Run 1, met1 routing:
Supply wires on this layer in grey.
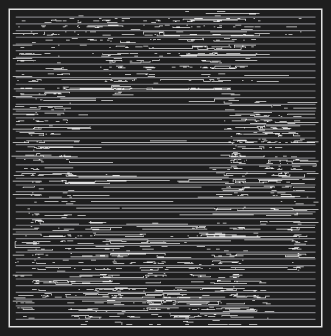
Run 1, signal wires on met2:
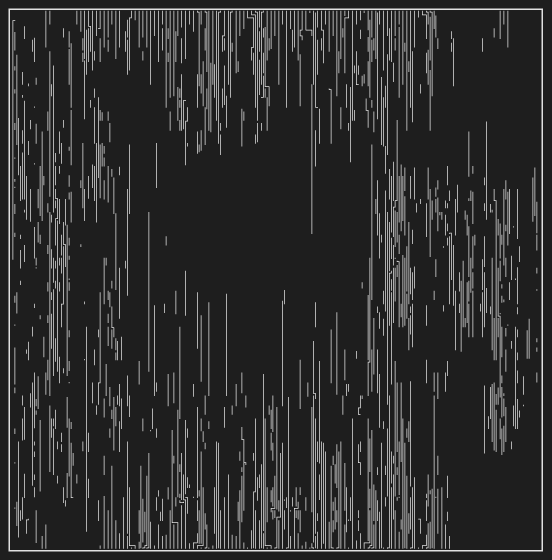
Run 1, the metal 3 layer:
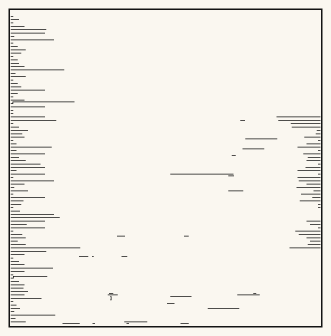
## config.mk

```make
export PLATFORM = sky130hd
export DESIGN_NAME = obi_bus_arbiter
export DESIGN_NICKNAME = d
export VERILOG_FILES = /design/src/rtl/core_pkg.sv /design/src/rtl/obi_id_fifo.sv /design/src/rtl/obi_bus_arbiter.sv
export SDC_FILE = /design/constraint.sdc
export NUM_CORES = 1
export LEC_CHECK = 0
export ABC_AREA = 1
export CORE_AREA = 2 2 124 126
export CTS_CLUSTER_SIZE = 12
export DETAILED_ROUTE_END_ITERATION = 8
export DIE_AREA = 0 0 126 128
export GPL_TIMING_DRIVEN = 0
export PLACE_DENSITY_LB_ADDON = 0.25
export SYNTH_ARGS = -nofsm -noshare
export SYNTH_HDL_FRONTEND = slang
export SYNTH_SLANG_ARGS = --single-unit
```

## constraint.sdc

```tcl
create_clock -name clk_i -period 1.9 [get_ports clk_i]
set_input_delay 0.38 -clock clk_i [delete_from_list [all_inputs] [get_ports clk_i]]
set_output_delay 0.38 -clock clk_i [all_outputs]
set_load 0.02 [all_outputs]
```

## src/rtl/core_pkg.sv

```systemverilog
// Shared core types: OBI manager identifiers used by the bus arbiter and its ID FIFO.
package core_pkg;

  typedef logic obi_mgr_id_t;

  localparam obi_mgr_id_t OBI_MGR_FETCH = 1'b0;
  localparam obi_mgr_id_t OBI_MGR_DATA  = 1'b1;

  // With two managers the round-robin "other" port is simply the complement.
  function automatic obi_mgr_id_t obi_other_mgr(input obi_mgr_id_t id);
    return ~id;
  endfunction

endpackage

```

## src/rtl/obi_id_fifo.sv

```systemverilog
// In-order FIFO of manager ids for granted-but-unanswered OBI transactions.
module obi_id_fifo
  import core_pkg::*;
#(
  parameter int unsigned DEPTH = 2
) (
  input  logic        clk_i,
  input  logic        rst_n_i,
  input  logic        push_i,
  input  logic        pop_i,
  input  obi_mgr_id_t id_i,
  output obi_mgr_id_t head_o,
  output logic        full_o,
  output logic        empty_o
);

  localparam int unsigned CNT_W = $clog2(DEPTH + 1);
  localparam int unsigned PTR_W = (DEPTH > 1) ? $clog2(DEPTH) : 1;

  obi_mgr_id_t        mem_q [DEPTH];
  logic [PTR_W-1:0]   wr_ptr_q;
  logic [PTR_W-1:0]   rd_ptr_q;
  logic [CNT_W-1:0]   count_q;
  logic               do_push;
  logic               do_pop;

  // Depth need not be a power of two, so wrap explicitly.
  function automatic logic [PTR_W-1:0] next_ptr(input logic [PTR_W-1:0] p);
    return (p == PTR_W'(DEPTH - 1)) ? '0 : p + 1'b1;
  endfunction

  assign full_o  = (count_q == CNT_W'(DEPTH));
  assign empty_o = (count_q == '0);
  assign head_o  = mem_q[rd_ptr_q];

  assign do_pop  = pop_i && !empty_o;
  assign do_push = push_i && (!full_o || do_pop);

  always_ff @(posedge clk_i) begin
    if (do_push) mem_q[wr_ptr_q] <= id_i;
  end

  always_ff @(posedge clk_i or negedge rst_n_i) begin
    if (!rst_n_i) begin
      wr_ptr_q <= '0;
      rd_ptr_q <= '0;
      count_q  <= '0;
    end else begin
      if (do_push) wr_ptr_q <= next_ptr(wr_ptr_q);
      if (do_pop)  rd_ptr_q <= next_ptr(rd_ptr_q);
      case ({do_push, do_pop})
        2'b10:   count_q <= count_q + 1'b1;
        2'b01:   count_q <= count_q - 1'b1;
        default: count_q <= count_q;
      endcase
    end
  end

endmodule

```

## src/rtl/obi_bus_arbiter.sv

```systemverilog
// Two-to-one OBI arbiter: fetch (port 0) and data (port 1) share one subordinate,
// zero added latency, responses routed back in order via an id FIFO.
module obi_bus_arbiter
  import core_pkg::*;
#(
  parameter int unsigned MAX_OUTSTANDING = 2
) (
  input  logic        clk_i,
  input  logic        rst_n_i,

  input  logic        m0_req_i,
  output logic        m0_gnt_o,
  input  logic [31:0] m0_addr_i,
  input  logic        m0_we_i,
  input  logic [3:0]  m0_be_i,
  input  logic [31:0] m0_wdata_i,
  output logic        m0_rvalid_o,
  input  logic        m0_rready_i,
  output logic [31:0] m0_rdata_o,

  input  logic        m1_req_i,
  output logic        m1_gnt_o,
  input  logic [31:0] m1_addr_i,
  input  logic        m1_we_i,
  input  logic [3:0]  m1_be_i,
  input  logic [31:0] m1_wdata_i,
  output logic        m1_rvalid_o,
  input  logic        m1_rready_i,
  output logic [31:0] m1_rdata_o,

  output logic        s_req_o,
  input  logic        s_gnt_i,
  output logic [31:0] s_addr_o,
  output logic        s_we_o,
  output logic [3:0]  s_be_o,
  output logic [31:0] s_wdata_o,
  input  logic        s_rvalid_i,
  output logic        s_rready_o,
  input  logic [31:0] s_rdata_i
);

  obi_mgr_id_t last_id_q;
  obi_mgr_id_t lock_id_q;
  obi_mgr_id_t sel_arb;
  obi_mgr_id_t sel;
  obi_mgr_id_t fifo_head;
  logic        locked_q;
  logic        sel_req;
  logic        fifo_full;
  logic        fifo_empty;
  logic        fifo_pop;
  logic        addr_hs;

  always_comb begin
    sel_arb = OBI_MGR_FETCH;
    if (m0_req_i && m1_req_i) sel_arb = obi_other_mgr(last_id_q);
    else if (m1_req_i)        sel_arb = OBI_MGR_DATA;
  end

  // A stalled address phase keeps its port so the OBI address signals stay stable.
  assign sel     = locked_q ? lock_id_q : sel_arb;
  assign sel_req = (sel == OBI_MGR_DATA) ? m1_req_i : m0_req_i;

  assign s_rready_o = fifo_empty ? 1'b1 :
                      ((fifo_head == OBI_MGR_DATA) ? m1_rready_i : m0_rready_i);
  assign fifo_pop   = s_rvalid_i && s_rready_o && !fifo_empty;

  // A full FIFO still accepts a new grant in the cycle a response frees a slot.
  assign s_req_o = rst_n_i && sel_req && (!fifo_full || fifo_pop);
  assign addr_hs = s_req_o && s_gnt_i;

  always_comb begin
    s_addr_o  = '0;
    s_we_o    = 1'b0;
    s_be_o    = '0;
    s_wdata_o = '0;
    if (s_req_o) begin
      if (sel == OBI_MGR_DATA) begin
        s_addr_o  = m1_addr_i;
        s_we_o    = m1_we_i;
        s_be_o    = m1_be_i;
        s_wdata_o = m1_wdata_i;
      end else begin
        s_addr_o  = m0_addr_i;
        s_we_o    = m0_we_i;
        s_be_o    = m0_be_i;
        s_wdata_o = m0_wdata_i;
      end
    end
  end

  assign m0_gnt_o = addr_hs && (sel == OBI_MGR_FETCH);
  assign m1_gnt_o = addr_hs && (sel == OBI_MGR_DATA);

  assign m0_rvalid_o = s_rvalid_i && !fifo_empty && (fifo_head == OBI_MGR_FETCH);
  assign m1_rvalid_o = s_rvalid_i && !fifo_empty && (fifo_head == OBI_MGR_DATA);
  assign m0_rdata_o  = s_rdata_i;
  assign m1_rdata_o  = s_rdata_i;

  always_ff @(posedge clk_i or negedge rst_n_i) begin
    if (!rst_n_i) begin
      locked_q  <= 1'b0;
      lock_id_q <= OBI_MGR_FETCH;
      last_id_q <= OBI_MGR_DATA;
    end else begin
      locked_q  <= s_req_o && !s_gnt_i;
      lock_id_q <= sel;
      if (addr_hs) last_id_q <= sel;
    end
  end

  obi_id_fifo #(
    .DEPTH (MAX_OUTSTANDING)
  ) u_id_fifo (
    .clk_i   (clk_i),
    .rst_n_i (rst_n_i),
    .push_i  (addr_hs),
    .pop_i   (fifo_pop),
    .id_i    (sel),
    .head_o  (fifo_head),
    .full_o  (fifo_full),
    .empty_o (fifo_empty)
  );

`ifndef SYNTHESIS
  // A response with nothing outstanding is dropped; flag it in simulation.
  a_no_orphan_rvalid: assert property (@(posedge clk_i) disable iff (!rst_n_i)
    s_rvalid_i |-> !fifo_empty);
`endif

endmodule

```

==> results.txt, run 1 <==
This note records the results obtained with Yosys and OpenROAD.

Status
The run finished, with violations left. The final reports fail on negative setup slack.

Layout
The utilization after layout is 0.448. The repair_antennas step left the layout with diodes totalling 0. The largest registers in the layout are u_id_fifo.count_q (2), u_id_fifo.mem_q (2).

The final instance area is 6660 sq um. The leading cell type in the layout, fill and taps excluded is sky130_fd_sc_hd__clkdlybuf4s50_1. The final cell count without fillers is 860. The layout summary lists the proportion of cells stronger than drive strength 1 as 0.500. The flow measured a signed area growth from synthesis to layout of 206%.

The net count of the finished layout is 852. By instance count after routing, the leading logic cell types are sky130_fd_sc_hd__clkdlybuf4s50_1 (203), sky130_fd_sc_hd__nand2_1 (94), sky130_fd_sc_hd__buf_4 (89).

Final timing
Setup repair after global routing could not meet its margin everywhere. The slew check shows that the tightest pin keeps a relative margin of 0.842. In the finished design, the share of the clock period the worst path needs comes to 1.13. After layout, the minimum clock period comes to 2.14 ns. The final hold slack is 0.0802 ns. The worst setup margin is -0.238 ns.

The final max-slew violation count recorded for this run is 0. Timing would allow up to 468 MHz. For this run, the final setup violation count is recorded as 73. The setup TNS is -15.03 ns. The slew at the pin with the worst max-slew slack is 0.236 ns. The clock arrives with 0.00128 ns of skew. The hold violation total from the final report is 0.

Worst setup path
The end point of the critical path is s_addr_o[2]. Per the OpenROAD timing report, the critical path contains 9 cells. The class of the most critical setup path is reg -> out. The required time of the worst setup path is 1.52 ns.

The logic depth of the worst register-to-register path is 11. Among the stages of the critical path, the cell type that occurs most often is sky130_fd_sc_hd__nand2_8. The critical path startpoint category is a register. For this design, the slowest cell found on the critical path is sky130_fd_sc_hd__dfrtp_1. Listed in order, past its start point the critical path passes inv_2 -> a21oi_2 -> nand3_4 -> nand2_8 -> buf_12 -> nand2_8 -> clkbuf_16 -> a21oi_4 -> buf_6. The critical path starts at u_id_fifo.count_q[1]$_DFFE_PN0P_. The worst setup path is captured at an output port.

On the worst path, the slowest cell contributes a delay of 0.35 ns. The arrival time at the worst endpoint is 1.76 ns. The number of buffer and inverter stages on the critical path is 4.

In this run the critical register-to-register path is launched from last_id_q$_DFFE_PN1N_. The peak fanout along the critical path is 6. The capture point of the worst reg-to-reg path is u_id_fifo.count_q[1]$_DFFE_PN0P_. The worst reg-to-reg setup slack is 0 ns.

Grouping stages by cell kind, the critical path spends the most delay in buffers and inverters.

Clock tree
Looking at the clock tree report, the maximum root-to-sink buffer count equals 2. Per the TritonCTS log, the buffer count is 3. The clock latency reported for the late side of the worst-skew pair is 0.24 ns. The number of gates given a new drive strength after cts is 536. The number of buffers inserted by hold repair at cts is 0. The clock tree from TritonCTS is done. Per the CTS log, the maximum H-tree level is 1. The number of buffers inserted by post-CTS setup repair is 14. The clock sink count is 9. The timing report gives the clock slew at the launch and capture registers of the worst setup and hold paths as 0.04 ns. The master cell of the clock root buffer is sky130_fd_sc_hd__clkbuf_16.

GRT
The most used routing layer is met2. The remaining global-route overflow is 0. Entering global routing, the biggest net connects 13 pins. The global-route wire length before repair is 18.4 mm. The via count of the first global-routing pass is 3,482. The initial antenna violation count is 0. The met1 global-route usage is 0.161. In the global route stage, met2 resource usage came out at 0.267. The total track usage is 0.142. Routing resource usage on met3 recorded by global route was 0.0371.

Synth
The number of unique standard cell types used by synthesis is 23. The synthesized-area fraction occupied by adder cells is 0.00575. Of the total synthesized cell area, the portion taken by AND, OR, NAND and NOR gates is 0.300. The portion of synthesized area spent on multiplexers is 0. The total of flip-flops plus latches after synthesis is 9. The post-synthesis cell count from yosys is 354.

The post-synth net total is 533. The area share of the largest cell type after synthesis is 0.259. Looking at area per cell type in the netlist, the leader is sky130_fd_sc_hd__nand2_1. The dominant register cell in the synthesized netlist is sky130_fd_sc_hd__dfrtp_1. The mean area per synthesized cell is 6.14 sq um. The main area contributors are sky130_fd_sc_hd__nand2_1 (26%), sky130_fd_sc_hd__buf_4 (22%), sky130_fd_sc_hd__a21oi_2 (21%). The most instantiated library cell after synthesis is sky130_fd_sc_hd__nand2_1. After synthesis, the share of flip-flops with an asynchronous set or reset is 0.778. For this run, the register share of the synthesized area comes to 0.109. In this run, the synthesized area fraction spent on xor and xnor cells is recorded as 0.0121. The number of enable-type register cells in the synthesized netlist is 2. The number of instances in the synthesized netlist is 354. The fraction of the mapped netlist area in compound gates is 0.262.

Among the non-sequential cells, buffers and inverters take the most area. After synthesis, the chip area reported by Yosys is 2170 sq um. By count the netlist is led by sky130_fd_sc_hd__nand2_1 (150), sky130_fd_sc_hd__buf_4 (65), sky130_fd_sc_hd__a21oi_2 (51). The cell area after technology mapping is 2170 sq um. Yosys printed 0 warnings.

Floorplanning
The die height is 128 um. The initial core utilization is 0.146. The I/O pin count is 317.

The chip footprint is 16,100 sq um. Measured along the x axis, the die boundary spans 126 um. The standard cell core area is 14,900 sq um. The number of cell rows is 45.

Detailed routing
Once detail routing completed, the nets flagged for antenna violations numbered 0. Per the detail_route log, met3 wirelength is 977 um. The number of detailed-route iterations in the first pass is 4. The final wirelength is 13.2 mm.

The post-route report lists met1 wire length as 5.05 mm. The iteration-0 DRC count of the detailed router is 62. The DRC violation total left in the routed layout is recorded as 0. For this run, the detailed router reports a per-instance via density of 4.02. The per-cell routed wire length is 15.4 um. The highest metal layer carrying signal wires in the routed design is met4. The routed layout has 3,460 vias.

The met2 wire length is 7.00 mm.

Pwr
The report lists the power per cell area as 775 nW/um^2. The power report puts the leakage power at 2.84 nW. The worst VDD IR drop from the latest analysis is 0.365 mV. Summing internal, switching and leakage power gives 0.00516 W.

Place
Summing all placed instances gives a cell area of 5320 sq um. The congestion estimate from routability-driven global placement came to 0.822. The detailed placement HPWL is 9.92 mm.

The placed instance count is 826. The placement-stage worst setup slack is -1.42 ns. The number of port buffers is 284.

Run
Max-cap violations in this run came to 0. The number of logged tool warnings is 28.

Worst hold path
The kind of path behind the tightest hold check is in -> async.
Notes on 'met1 routing' above:
- nets with wire on the layer: 723
- share of all routed wire: 38%

Notes on 'signal wires on met2' above:
- nets with wire on the layer: 724
- main direction: vertical
- share of all routed wire: 53%

Notes on 'the metal 3 layer' above:
- main direction: horizontal
- longest straight run: 27.8 um
- wire length on this layer: 978 um

-- run 1: report_power, final --
| group | internal, W | total [W] | switching (W) | leakage, nW |
|---|---|---|---|---|
| sequential | 0.000279 | 0.000326 | 0.0000470 | 0.101 |
| combinational | 0.00223 | 0.00446 | 0.00223 | 2.70 |
| clock | 0.000281 | 0.000378 | 0.0000967 | 0.0382 |
-- run 1: final cells by class --
| class | instances | area, sq um |
|---|---|---|
| fillers | 1525 | 8200 |
| repair buffers | 313 | 3300 |
| multi-input cells | 245 | 1890 |
| plain buffers | 85 | 836 |
| flip-flops and latches | 9 | 236 |
| well taps | 188 | 235 |
| inverters | 16 | 80.1 |
| clock buffers | 4 | 78.8 |
## Run 2: what changed since run 1
--- a/config.mk
+++ b/config.mk
@@ -11,7 +11,9 @@
 export DETAILED_ROUTE_END_ITERATION = 8
 export DIE_AREA = 0 0 126 128
 export GPL_TIMING_DRIVEN = 0
+export MAX_ROUTING_LAYER = met4
 export PLACE_DENSITY_LB_ADDON = 0.25
+export RECOVER_POWER = 50
 export SYNTH_ARGS = -nofsm -noshare
 export SYNTH_HDL_FRONTEND = slang
 export SYNTH_SLANG_ARGS = --single-unit
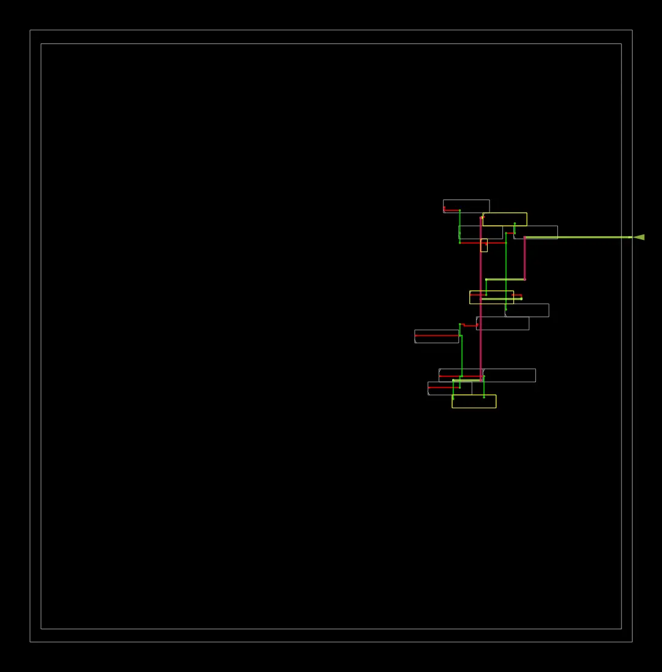
Run 2: the clock network
number of buffers inserted during clock tree synthesis: 3
power of the clock network: 0.000378 W
total number of clock tree sinks: 9
total of clock buffers placed in the layout: 4
Worst Clk Skew: 0.00113 ns

==> results.txt, run 2 <==
This note records the results obtained with Yosys and OpenROAD.

GRT
The initial antenna violation count came to 0 (unchanged). The remaining global-route overflow is 0 (unchanged). The via count of the first global-routing pass is 3,496 (+0.40%).

Worst setup path
The number of buffer and inverter stages on the critical path is 4 (unchanged). For reference, the critical path cell chain is inv_2 -> a21oi_2 -> nand3_4 -> nand2_8 -> buf_12 -> nand2_8 -> clkbuf_16 -> a21oi_4 -> buf_6. The highest-delay cell along the critical path is sky130_fd_sc_hd__dfrtp_1. The startpoint of the most critical register-to-register path is last_id_q$_DFFE_PN1N_.

The worst reg-to-reg setup slack was 0 ns (unchanged). The class of the most critical setup path is reg -> out. Among cell families on the critical path, the largest total delay comes from buffers and inverters. The end point of the critical path is s_addr_o[2]. The logic depth of the worst register-to-register path is 11 (unchanged). STA classifies the critical path startpoint as a register.

The required time of the worst setup path is 1.52 ns (about the same).

Detailed routing
The DRC violation count after routing is 0 (unchanged). The via count came to 3,446 (-0.40%). The number of detailed-route iterations in the first pass is 5 (+1). The final wirelength is 13.3 mm (+0.30%).

Final timing
The post-route fraction of the period consumed by the critical path is 1.12 (about the same). The worst slew margin relative to its limit is 0.703 (-0.139). The number of setup violations in the final report is 72 (-1.4%). The worst setup margin is -0.236 ns (+0.00114 ns).

The final hold slack was 0.0584 ns (-0.0217 ns). The shortest period the worst path allows is 2.14 ns (-0.00114 ns).

Synth
The chip area in the Yosys report is 2170 sq um (unchanged). The simple-gate area share of the yosys netlist came to 0.300 (unchanged). The number of enable-type register cells in the synthesized netlist came to 2 (unchanged). The number of warning messages in the yosys log is 0 (unchanged). The largest family of logic cells by area is buffers and inverters.

The cell area after technology mapping is 2170 sq um (unchanged). By area the synthesized netlist is led by sky130_fd_sc_hd__nand2_1 (26%), sky130_fd_sc_hd__buf_4 (22%), sky130_fd_sc_hd__a21oi_2 (21%). The mux share of post-synthesis cell area came to 0 (unchanged). The mean area per synthesized cell is 6.14 sq um (unchanged).

Layout
The final layout net count was 852 (unchanged). The fraction of area in clock buffers and inverters is 0.0118 (about the same). In the layout the commonest cells are sky130_fd_sc_hd__clkdlybuf4s50_1 (203), sky130_fd_sc_hd__nand2_1 (94), sky130_fd_sc_hd__buf_4 (89). The multi-input combinational cell area is 1900 sq um (+0.26%).

The final-layout fill cell count is 1,528 (+0.20%). The number of signal-net inverters in the final layout is 16 (unchanged). In the final layout, the registers with the most flip-flops are u_id_fifo.count_q (2), u_id_fifo.mem_q (2).

The area added between synthesis and finish is 206% (about the same). The number of diodes added for antenna fixing is 0 (unchanged).

Pwr
The power dissipated by switching net loads is 0.00237 W (+0.11%). The total internal power was 0.00279 W (about the same). The relative contribution of the clock network to total power is 0.073 (about the same). The switching share of power is 0.459 (about the same). The power of the sequential group was 0.000326 W (about the same).

Clock tree
The number of levels the H-tree was split into is 1 (unchanged). The clock tree from TritonCTS is done. The clock latency reported for the late side of the worst-skew pair is 0.24 ns (about the same).

The register clock-pin slew on the reported worst setup and hold paths is 0.04 ns (about the same). The maximum count of clock buffers along a single path is 2 (unchanged).

Floorplanning
The number of cell rows is 45 (unchanged). The chip footprint is 16,100 sq um (unchanged).

Place
The placement-stage worst setup slack is -1.42 ns (unchanged). The number of port buffers is 284 (unchanged). The placed instance count is 826 (unchanged). The standard cell area after detailed placement came to 5320 sq um (unchanged).

Worst hold path
Note that the worst hold path type here is in -> async.

Status
The run finished, with violations left. The checks that failed: negative setup slack.
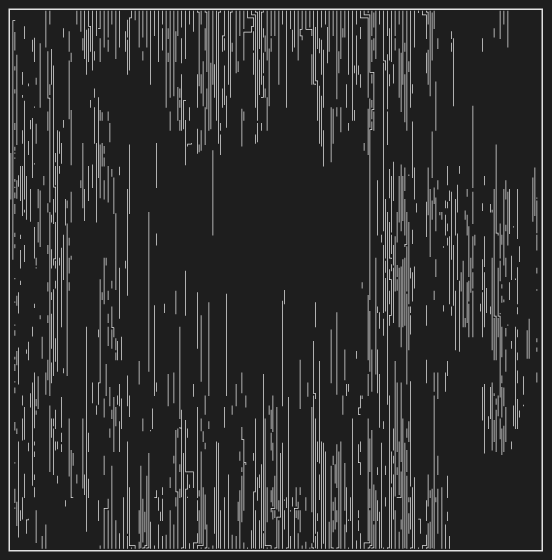
Run 2: signal wires on met2
- wire length on this layer: 7,040 um
- nets with wire on the layer: 725
- longest straight run: 57.1 um

==> run 2: netlist changes by cell type in the layout (fill, tap and decap cells not counted), sizes merged <==
cell           delta
clkdlybuf4s15     -1
clkbuf            +1
==> run 2: timing repair <==
| item | CTS | global route |
|---|---|---|
| setup buffers | 14 | 5 |
| pin swaps | 29 | 20 |
| setup endpoints to repair | 77 | 73 |
| gates cloned | 9 | 3 |
| endpoints found under the hold margin | 0 | 0 |
| resized | 536 | 101 |
==> run 2: metal layers <==
| layer | track usage | wire length (um) | vias to the layer above |
|---|---|---|---|
| li1 | - | - | 1698 |
| met1 | 0.170 | 5300 | 1579 |
| met2 | 0.267 | 7040 | 154 |
| met3 | 0.0238 | 734 | 15 |
| met4 | 0.0317 | 194 | 0 |
| met5 | - | 0 | - |
Power is estimated from default activity; no workload was simulated.
